<file path="src/rtl/first_one.sv">
// Isolates the lowest set bit of vec_i as a one-hot vector; purely combinational.
// "fast" uses the two's-complement trick, "small" a ripple priority chain.
module first_one #(
  parameter int    WIDTH   = 8,
  parameter string VARIANT = "fast"
) (
  input  logic [WIDTH-1:0] vec_i,
  output logic [WIDTH-1:0] onehot_o
);

  if (VARIANT == "fast") begin : g_fast
    assign onehot_o = vec_i & (~vec_i + {{(WIDTH-1){1'b0}}, 1'b1});
  end else begin : g_small
    if (VARIANT != "small") begin : g_bad_variant
      $error("first_one: VARIANT must be \"small\" or \"fast\"");
    end

    logic seen;

    always_comb begin
      seen     = 1'b0;
      onehot_o = '0;
      for (int i = 0; i < WIDTH; i++) begin
        onehot_o[i] = vec_i[i] & ~seen;
        seen        = seen | vec_i[i];
      end
    end
  end

endmodule

</file>
<file path="src/rtl/onehot_to_binary.sv">
// Combinational one-hot to binary index encoder; an all-zero input encodes to 0.
module onehot_to_binary #(
  parameter int WIDTH = 8
) (
  input  logic [WIDTH-1:0]         onehot_i,
  output logic [$clog2(WIDTH)-1:0] index_o
);

  localparam int INDEX_WIDTH = $clog2(WIDTH);

  always_comb begin
    index_o = '0;
    for (int i = 0; i < WIDTH; i++) begin
      if (onehot_i[i]) index_o = index_o | INDEX_WIDTH'(i);
    end
  end

endmodule

</file>
<file path="src/rtl/pending_request_scheduler.sv">
// Sticky request accumulator that offers one pending bit at a time on a valid/ready grant port.
// All outputs registered; a set appears on grant_valid two cycles later, grants held while stalled.
module pending_request_scheduler #(
  parameter int    WIDTH             = 8,
  parameter string VARIANT           = "fixed",
  parameter string FIRST_ONE_VARIANT = "fast"
) (
  input  logic                     clock,
  input  logic                     resetn,
  input  logic                     flush,
  input  logic [WIDTH-1:0]         set_mask,
  output logic [WIDTH-1:0]         pending,
  output logic                     grant_valid,
  input  logic                     grant_ready,
  output logic [WIDTH-1:0]         grant_onehot,
  output logic [$clog2(WIDTH)-1:0] grant_index
);

  localparam int   INDEX_WIDTH = $clog2(WIDTH);
  localparam logic ST_IDLE     = 1'b0;
  localparam logic ST_OFFER    = 1'b1;

  logic                   state_q, state_d;
  logic [WIDTH-1:0]       pending_q, pending_d;
  logic [WIDTH-1:0]       onehot_q, onehot_d;
  logic [INDEX_WIDTH-1:0] index_q, index_d;

  logic                   xfer;
  logic [WIDTH-1:0]       rem;
  logic [WIDTH-1:0]       sel_onehot;
  logic [INDEX_WIDTH-1:0] sel_index;

  assign xfer = (state_q == ST_OFFER) && grant_ready && !flush;
  // rem excludes the accepted bit but not same-cycle sets, so a re-set bit waits a cycle.
  assign rem       = xfer ? (pending_q & ~onehot_q) : pending_q;
  assign pending_d = flush ? '0 : (rem | set_mask);

  if (VARIANT == "round_robin") begin : g_rr
    logic [INDEX_WIDTH-1:0] ptr_q, ptr_d;
    logic [INDEX_WIDTH-1:0] sel_ptr;
    logic [WIDTH-1:0]       upper, upper_oh, any_oh;

    // The bit just accepted becomes the new priority floor for the follow-on selection.
    assign sel_ptr = xfer ? index_q : ptr_q;
    assign ptr_d   = flush ? INDEX_WIDTH'(WIDTH - 1) : (xfer ? index_q : ptr_q);

    always_comb begin
      upper = '0;
      for (int i = 0; i < WIDTH; i++) begin
        upper[i] = rem[i] && (i > int'(sel_ptr));
      end
    end

    first_one #(.WIDTH(WIDTH), .VARIANT(FIRST_ONE_VARIANT)) u_first_upper (
      .vec_i    (upper),
      .onehot_o (upper_oh)
    );

    first_one #(.WIDTH(WIDTH), .VARIANT(FIRST_ONE_VARIANT)) u_first_any (
      .vec_i    (rem),
      .onehot_o (any_oh)
    );

    assign sel_onehot = (|upper) ? upper_oh : any_oh;

    always_ff @(posedge clock or negedge resetn) begin
      if (!resetn) ptr_q <= INDEX_WIDTH'(WIDTH - 1);
      else         ptr_q <= ptr_d;
    end
  end else begin : g_fixed
    if (VARIANT != "fixed") begin : g_bad_variant
      $error("pending_request_scheduler: VARIANT must be \"fixed\" or \"round_robin\"");
    end

    first_one #(.WIDTH(WIDTH), .VARIANT(FIRST_ONE_VARIANT)) u_first (
      .vec_i    (rem),
      .onehot_o (sel_onehot)
    );
  end

  onehot_to_binary #(.WIDTH(WIDTH)) u_encode (
    .onehot_i (sel_onehot),
    .index_o  (sel_index)
  );

  always_comb begin
    state_d  = state_q;
    onehot_d = onehot_q;
    index_d  = index_q;
    if (flush) begin
      state_d  = ST_IDLE;
      onehot_d = '0;
      index_d  = '0;
    end else if (state_q == ST_IDLE || xfer) begin
      if (|rem) begin
        state_d  = ST_OFFER;
        onehot_d = sel_onehot;
        index_d  = sel_index;
      end else begin
        state_d  = ST_IDLE;
        onehot_d = '0;
        index_d  = '0;
      end
    end
  end

  always_ff @(posedge clock or negedge resetn) begin
    if (!resetn) begin
      state_q   <= ST_IDLE;
      pending_q <= '0;
      onehot_q  <= '0;
      index_q   <= '0;
    end else begin
      state_q   <= state_d;
      pending_q <= pending_d;
      onehot_q  <= onehot_d;
      index_q   <= index_d;
    end
  end

  assign pending      = pending_q;
  assign grant_valid  = (state_q == ST_OFFER);
  assign grant_onehot = onehot_q;
  assign grant_index  = index_q;

endmodule

</file>
<file path="config.mk">
export PLATFORM = sky130hd
export DESIGN_NAME = pending_request_scheduler
export DESIGN_NICKNAME = d
export VERILOG_FILES = /design/src/rtl/first_one.sv /design/src/rtl/onehot_to_binary.sv /design/src/rtl/pending_request_scheduler.sv
export SDC_FILE = /design/constraint.sdc
export NUM_CORES = 1
export LEC_CHECK = 0
export CORE_MARGIN = 2
export CORE_UTILIZATION = 40
export CTS_BUF_LIST = sky130_fd_sc_hd__clkbuf_8
export DETAILED_ROUTE_END_ITERATION = 12
export PLACE_DENSITY = 0.74
export SLEW_MARGIN = 40
export SYNTH_ARGS = -nofsm -noshare
export SYNTH_HDL_FRONTEND = slang
export SYNTH_SLANG_ARGS = --single-unit
</file>
<file path="constraint.sdc">
create_clock -name clock -period 1.4 [get_ports clock]
set_input_delay 0.28 -clock clock [delete_from_list [all_inputs] [get_ports clock]]
set_output_delay 0.28 -clock clock [all_outputs]
set_load 0.005 [all_outputs]
</file>
Fig. 1: gate-type map
Scale: 4 px per um.
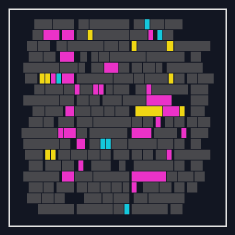
Yellow stands for nor cells, cells 10. Cyan stands for inv cells, cells 6. Magenta stands for nand cells, cells 25.

Fig. 2: a small window of the routed layout
Region (14, 4) to (39, 29) um. Cells in gray, sequential cells in the stronger gray; small squares are vias.
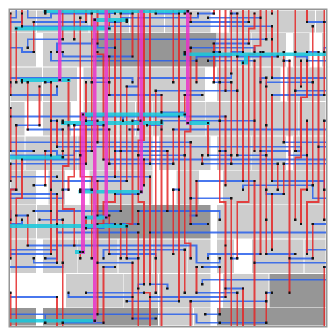
Magenta stands for M4. Blue stands for M1. Red stands for M2. Cyan stands for M3.
Most frequent: buf_4 (12), buf_6 (7). 56 logic cells have their middle in the window. Sequential cells in the window: 4.

Fig. 3: where the registers sit
Scale: 4 px per um. Other sequential cells in the stronger gray, the rest of the logic in the fainter gray.
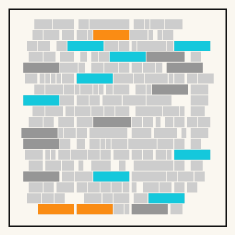
Cyan stands for `grant_onehot`, sequential cells 8. Orange stands for `grant_index`, sequential cells 3.
Another 9 sequential cells are not colored.

==> results.toml <==
# yosys + openroad results
[outcome]
outcome = "finished, violations left"
violations = "setup timing"

[place]
dpl-instance-area_mm2 = 0.00153
io_buffers = 31
dp_slack_ns = -0.715
gp_congestion = 0.861

[worst_setup_path]
regToRegSetupSlack_ns = -0.21
crit_type = "flop to flop"
critical_path_required_ns = 1.55

[synth]
logic_family = "simple AND/OR/NAND/NOR gates"
ys_types = 31
synth_top_cell_by_count = "dfrtp_1"
fa_ha_area_frac = 0
synth_cells = 98
flop_cell = "dfrtp_1"
syn_area_per_cell_um2 = 10.2

[global_route]
grt_first_pass_wirelength_um = 6000
overflow = 0
grt_max_degree = 21
grt_pass1_vias = 1240

[routing]
dr.pass1.iters = 4
via_per_inst = 5.84
route.detailed.wl_per_inst_um = 20.4
vias = 1239
first_iter_violations = 63

[cts]
ctsHtreeMaxLevel = 1

[floorplan]
die_width_um = 53.9
rows = 18

[sta]
finalSetupViolations = 11
setup_ws_ns = -0.208
rsz0062_at_grt = "true"
post-route-period-util = 1.15

[finish]
diodes = 0
areaGrowthSynthToFinish_pct = 101

[power_and_ir_drop]
peakVddDrop_uv = 579
Fig. 4: ports around the boundary
Scale: 10 px per um. Pins as bars across the die edge, other pins in gray.
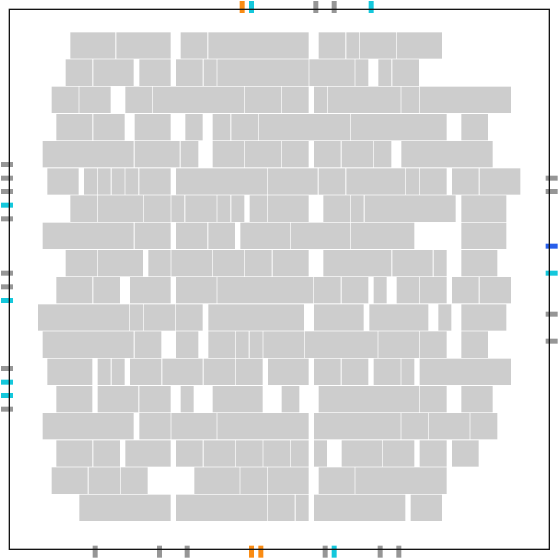
Blue stands for `grant_ready`, pins 1, direction input, edge right. Cyan stands for `set_mask`, pins 8, direction input, edge 4 left, 2 top, 1 bottom, 1 right. Orange stands for `grant_index`, pins 3, direction output, edge 2 bottom, 1 top.

Fig. 5: routing congestion map
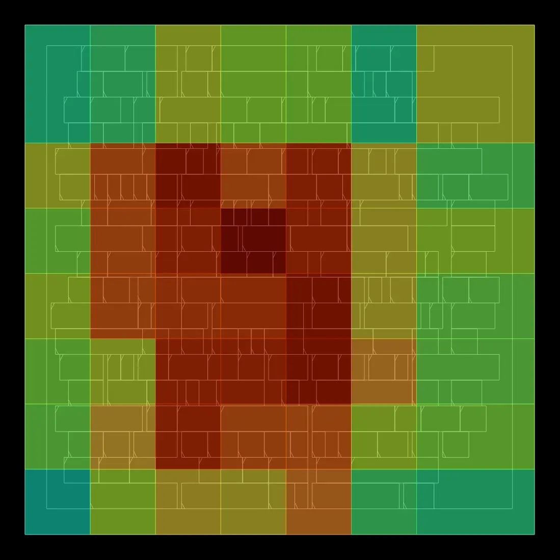
Top Usage Layer GRT: met2
grt met3 use: 0.0583
met1 GRT Util: 0.342

cells in the final DEF, fill, tap and decap left out, types with 3 or more instances in the layout:
cell type        netlist  layout
inv_1                  6       5
nor2_1                 8       8
o21a_1                 3       3
nand2_1               16      12
o21ai_4                0       3
clkbuf_8               0       3
buf_6                  0      11
buf_4                  2      41
clkdlybuf4s50_1        0       9
dlymetal6s2s_1         0      11
dlygate4sd2_1          0      10
nand4b_1               4       4
dfrtp_1               20      18
and2_4                 0       3
where the power goes:
group	internal, W	switching (W)	total (W)	leakage, nW
Sequential	0.000611	0.0000220	0.000633	0.260
Clock	0.000192	0.000199	0.000391	0.0216
Combinational	0.000266	0.000222	0.000488	0.808
Total	0.00107	0.000443	0.00151	1.09
cell type report:
class / count / area [um2]
Sequential cell: 20 / 503
Tap cell: 30 / 37.5
Clock buffer: 3 / 41.3
Fill cell: 124 / 413
Multi-Input combinational cell: 68 / 601
Timing Repair Buffer: 85 / 792
Inverter: 6 / 22.5
critical path: stages (launching register included):
cell	delay [ns]
dfrtp_2	0.41
buf_6	0.12
buf_6	0.09
nand4b_1	0.16
a22oi_2	0.30
nand2_1	0.14
o31a_1	0.26
timing repair:
item | in CTS | in global routing
resized | 42 | 30
cloned | 0 | 0
endpoints found under the setup margin | 36 | 27
hold buffers | 0 | 0
pin swaps | 15 | 11
setup buffers | 19 | 7
routing by layer:
| layer | GRT usage | vias to the layer above | part of all wire |
|---|---|---|---|
| met5 | 0 | - | 0 |
| met4 | 0.107 | 0 | 0.032 |
| met3 | 0.0583 | 20 | 0.081 |
| met2 | 0.533 | 75 | 0.52 |
| met1 | 0.342 | 621 | 0.37 |
| li1 | - | 523 | - |
flip-flops by register name, indices dropped and copies added (netlist names):
name	count
grant_index	3
grant_onehot	8
grant_valid	1
pending	8
No activity file was given, so power comes from the tool's default toggle rates.
